**Cells by drive strength**

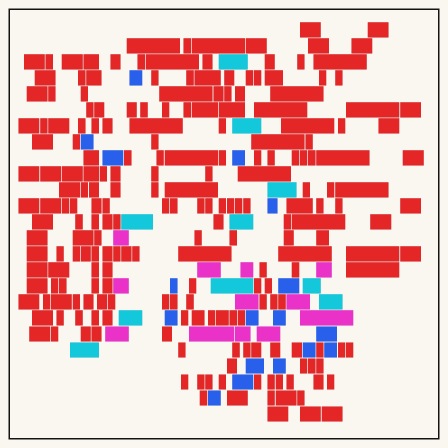
**Placement by cell class**

Bar = 20 um.
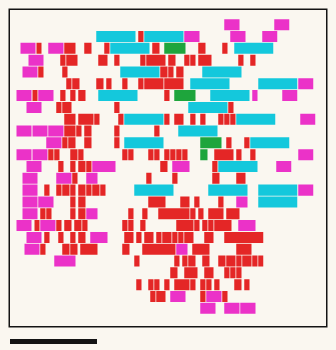
**Nets reached from selected ports**

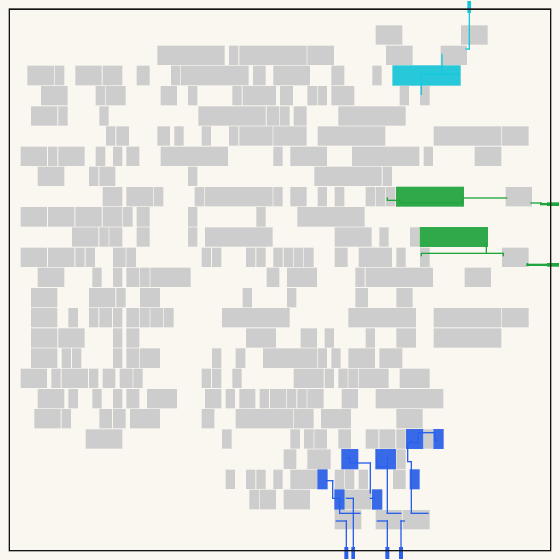
**Wire density map**

Bar = 20 um. The die is cut into 15 by 15 equal tiles; dark purple is low, yellow is high, scaled to the fullest tile. Values are wire area over tile area, all layers added.
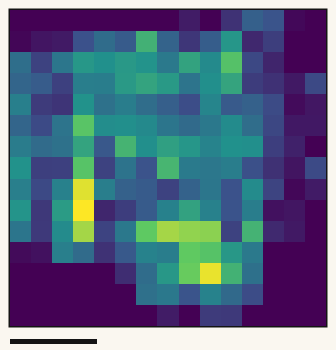
$ cat src/rtl/cmp_rr_arbiter.sv
// cmp_rr_arbiter
// Shares a single WIDTH-bit unsigned magnitude comparator among NREQ requesters.
// A round-robin arbiter picks one requester, latches its operand pair, and the
// next cycle returns registered greater/equal/lower flags tagged with the
// requester index.
//
// Ports
//   clk        system clock, rising edge
//   rst_n      asynchronous active-low reset
//   req        per-requester request (bit i -> slice i of a_in/b_in is valid)
//   a_in       operand A, slice i = a_in[i*WIDTH +: WIDTH]
//   b_in       operand B, slice i = b_in[i*WIDTH +: WIDTH]
//   gnt        one-hot registered grant pulse
//   busy       high while a comparison is in flight
//   res_valid  one-cycle pulse, flags and res_id valid
//   res_id     requester index the result belongs to
//   greater    latched A > B
//   equal      latched A == B
//   lower      latched A < B
//
// State | meaning
// ARB   | waiting for a request; picks the round-robin winner and latches operands
// CMP   | comparing the latched operands; result registered on the way back to ARB
module cmp_rr_arbiter #(
    parameter int NREQ  = 4,
    parameter int WIDTH = 3,
    localparam int IDW  = $clog2(NREQ)
) (
    input  logic                  clk,
    input  logic                  rst_n,
    input  logic [NREQ-1:0]       req,
    input  logic [NREQ*WIDTH-1:0] a_in,
    input  logic [NREQ*WIDTH-1:0] b_in,
    output logic [NREQ-1:0]       gnt,
    output logic                  busy,
    output logic                  res_valid,
    output logic [IDW-1:0]        res_id,
    output logic                  greater,
    output logic                  equal,
    output logic                  lower
);

    typedef enum logic {ARB = 1'b0, CMP = 1'b1} state_t;

    localparam logic [IDW-1:0] LAST_ID = IDW'(NREQ - 1);

    state_t               state, state_nx;
    logic [IDW-1:0]       rr_ptr, rr_ptr_nx;
    logic [IDW-1:0]       id_r, id_r_nx;
    logic [WIDTH-1:0]     op_a, op_a_nx;
    logic [WIDTH-1:0]     op_b, op_b_nx;
    logic [NREQ-1:0]      gnt_nx;
    logic                 busy_nx;
    logic                 res_valid_nx;
    logic [IDW-1:0]       res_id_nx;
    logic                 greater_nx, equal_nx, lower_nx;

    logic                 win_found;
    logic [IDW-1:0]       win_id;
    logic [IDW-1:0]       scan;

    // Walk upward from rr_ptr with wrap; the first set bit wins. The wrap is
    // explicit so non-power-of-two NREQ never indexes past the last requester.
    always_comb begin
        win_found = 1'b0;
        win_id    = '0;
        scan      = rr_ptr;
        for (int i = 0; i < NREQ; i++) begin
            if (!win_found && req[scan]) begin
                win_found = 1'b1;
                win_id    = scan;
            end
            scan = (scan == LAST_ID) ? '0 : scan + IDW'(1);
        end
    end

    always_comb begin
        state_nx     = state;
        rr_ptr_nx    = rr_ptr;
        id_r_nx      = id_r;
        op_a_nx      = op_a;
        op_b_nx      = op_b;
        gnt_nx       = gnt;
        busy_nx      = busy;
        res_valid_nx = 1'b0;
        res_id_nx    = res_id;
        greater_nx   = greater;
        equal_nx     = equal;
        lower_nx     = lower;
        case (state)
            ARB: begin
                if (win_found) begin
                    op_a_nx  = a_in[win_id*WIDTH +: WIDTH];
                    op_b_nx  = b_in[win_id*WIDTH +: WIDTH];
                    id_r_nx  = win_id;
                    gnt_nx   = {{(NREQ-1){1'b0}}, 1'b1} << win_id;
                    busy_nx  = 1'b1;
                    state_nx = CMP;
                end else begin
                    gnt_nx  = '0;
                    busy_nx = 1'b0;
                end
            end
            CMP: begin
                // req is deliberately ignored here, so a requester dropping
                // its request one edge after the grant is never granted twice.
                greater_nx   = (op_a > op_b);
                equal_nx     = (op_a == op_b);
                lower_nx     = (op_a < op_b);
                res_id_nx    = id_r;
                res_valid_nx = 1'b1;
                gnt_nx       = '0;
                busy_nx      = 1'b0;
                rr_ptr_nx    = (id_r == LAST_ID) ? '0 : id_r + IDW'(1);
                state_nx     = ARB;
            end
            default: begin
                state_nx = ARB;
            end
        endcase
    end

    always_ff @(posedge clk or negedge rst_n) begin
        if (!rst_n) begin
            state     <= ARB;
            rr_ptr    <= '0;
            id_r      <= '0;
            op_a      <= '0;
            op_b      <= '0;
            gnt       <= '0;
            busy      <= 1'b0;
            res_valid <= 1'b0;
            res_id    <= '0;
            greater   <= 1'b0;
            equal     <= 1'b0;
            lower     <= 1'b0;
        end else begin
            state     <= state_nx;
            rr_ptr    <= rr_ptr_nx;
            id_r      <= id_r_nx;
            op_a      <= op_a_nx;
            op_b      <= op_b_nx;
            gnt       <= gnt_nx;
            busy      <= busy_nx;
            res_valid <= res_valid_nx;
            res_id    <= res_id_nx;
            greater   <= greater_nx;
            equal     <= equal_nx;
            lower     <= lower_nx;
        end
    end

endmodule

$ cat config.mk
export PLATFORM = sky130hd
export DESIGN_NAME = cmp_rr_arbiter
export DESIGN_NICKNAME = d
export VERILOG_FILES = /design/src/rtl/cmp_rr_arbiter.sv
export SDC_FILE = /design/constraint.sdc
export NUM_CORES = 1
export LEC_CHECK = 0
export ABC_AREA = 1
export CAP_MARGIN = 20
export CORE_MARGIN = 1
export CORE_UTILIZATION = 30
export CTS_CLUSTER_SIZE = 28
export DETAILED_ROUTE_END_ITERATION = 6
export GPL_TIMING_DRIVEN = 0
export PLACE_DENSITY_LB_ADDON = 0.15
export SKIP_LAST_GASP = 1
export SYNTH_ARGS = -nofsm -noshare
export SYNTH_HDL_FRONTEND = slang
export SYNTH_SLANG_ARGS = --single-unit
$ cat constraint.sdc
create_clock -name clk -period 2.11 [get_ports clk]
set_input_delay 0.3165 -clock clk [delete_from_list [all_inputs] [get_ports clk]]
set_output_delay 0.3165 -clock clk [all_outputs]
set_load 0.05 [all_outputs]
==> reports/results.ini <==
[outcome]
outcome = complete, no violations

[setup_path]
reg2reg_depth = 13
rrSetupSlack_ns = 0.15
crit_fanout = 10
start_kind = flip-flop
end_kind = flip-flop
criticalPathCategory = reg -> reg

[detailed_routing]
dr_wl_met2_um = 1380
totalWireLength_um = 3150
via_count = 1359
wl_per_cell_um = 9.72
drtIter0Drc = 66
drc = 0
first_pass_iters = 4
topRoutingLayerUsed = met4
routed-wl-met3_um = 127

[grt]
grt.met1_usage = 0.184
grt_pass1_wl_um = 5500
grt.busiest_layer = met2
grt_pass1_vias = 1264
grt_usage = 0.131
grt_max_degree = 22
use_met2 = 0.210
overflow = 0

[hold_path]
min_path_cells = 0
hold_class = reg -> reg

[die]
io_pins = 41
die-area_sq_um = 5290
fp_util = 0.316
fp-row-count = 25
tap-cell-count = 67
dieHeight_um = 72.7
die_w_um = 72.7
coreArea_sq_um = 4750

[placed_design]
port_buffers = 40
hpwl_um = 2470
place_congestion = 0.830
place_area_sq_um = 1990
place_inst = 316

[layout]
sh_seq_area = 0.251
clkbuf_count = 3
final_util = 0.440
ff_count = 21
final_cell_mix = 67 x nand2_1, 40 x clkdlybuf4s50_1, 36 x inv_1
final-clk-cell-share = 0.0221
nNonClkInverters = 39
drive_above_1_share = 0.152
n_fill_cell = 513
final_area_sq_um = 2090
diodes = 0
buffer_area_frac = 0.237
syn_to_final_growth_pct = 39.4
dominant-cell-class = combinational gates
logic_area_sq_um = 787
logic_gate_count = 143
fin_nets = 293
seq_area_sq_um = 526
comb_area_frac = 0.376

[timing]
hold_ws_ns = 0.401
period_used_share = 0.927
slew_headroom = 0.392
fin_ws_ns = 0.155
hold_viol_final = 0
clock_skew_ns = 0.00471
final_max_slew_viol_count = 0
worst_pin_slew_ns = 0.909
fin_crit_ns = 1.96

[clock_tree]
cts-root-buf = clkbuf_8
cts_sinks = 21
post-cts-setup-buffer-count = 0
htreeDepth = 1
cts_buffer_depth = 2
clk_pin_slew_ns = 0.08
cts_hold_buf = 0
postCtsResizedCells = 1
cts_made_buffers = 3
cts_tree = done

[synth]
synth_nets = 244
synth_area_per_cell_sq_um = 7.18
synth_cell_type_count = 27
ys_area_sq_um = 1500
top_area_frac = 0.350
ys_seq_frac = 0.350
syn_area_sq_um = 1500
syn_inst = 209

[job]
warning_count = 26
maxCapViolCount = 0

About 'cells by drive strength':
- red: x1 and smaller (cells 218; share 85%; most used nand2_1)
- blue: x2 (cells 17; share 6.6%; most used nand2_2)
- cyan: x6 and larger (cells 10; share 3.9%; most used clkbuf_8)
- magenta: x3 and x4 (cells 12; share 4.7%)

About 'placement by cell class':
- magenta: remaining buffers and delay cells (cells 50)
- red: remaining logic cells (cells 182)
- cyan: registers (cells 21)
- green: clock drivers and dummy loads (cells 4)

About 'nets reached from selected ports':
- green: res_id (bits 2; direction output; edge right; end cells 2; wire 35.5 um)
- blue: req (bits 4; direction input; edge bottom; end cells 9; wire 70.0 um)
- cyan: equal (bits 1; direction output; edge top; end cells 1; wire 15.9 um)

About 'wire density map':
- emptiest ninth of the die: lower left
- nearly empty tiles: 23%
- fullest tile: 0.33

sequential cells by signal (all words and copies together) (netlist names):
register	count
gnt	4
greater	1
rr_ptr	2
id_r	2
op_a	3
res_id	2
res_valid	1
lower	1
op_b	3
state	1
equal	1
logic make-up after synthesis:
family,share of synthesized area
adders and majority gates,0.0417
AOI/OAI and AO/OA,0.0425
DFF,0.350
buffers and inverters,0.142
and+or+nand+nor,0.423
worst paths after layout:
path,from,to
worst max-delay path,rr_ptr[1],op_a[1]
worst min-delay path,state,res_valid
worst max register to register,rr_ptr[1],op_a[1]
worst min register to register,state,res_valid
max in group asynchronous,rst_n,op_b[2]
min in group asynchronous,rst_n,equal
synthesized netlist by cell type:
cell,count
nand2_1,67
inv_1,37
nand3_1,26
dfrtp_1,21
nor2_1,10
nand2_2,9
ha_1,5
buf_6,4
o21ai_0,4
nand2_4,3
nand3_2,3
nand3b_1,2
nand4_1,2
nor3_1,2
o211ai_1,2
a21oi_1,1
a22o_1,1
clkbuf_1,1
clkbuf_8,1
inv_2,1
inv_6,1
nand4_4,1
nor2_2,1
nor2_4,1
nor2_8,1
o21ai_2,1
o22ai_1,1
critical path, stage by stage, from the launching register on:
cell,delay [ns]
dfrtp_1,0.43
ha_4,0.33
inv_4,0.05
o21ai_2,0.08
nand2_1,0.09
nand2_1,0.06
nand2_1,0.07
nand2_1,0.07
nand2_1,0.06
nand2_2,0.10
nand2_4,0.09
buf_8,0.15
o211ai_1,0.18
nand3_1,0.09
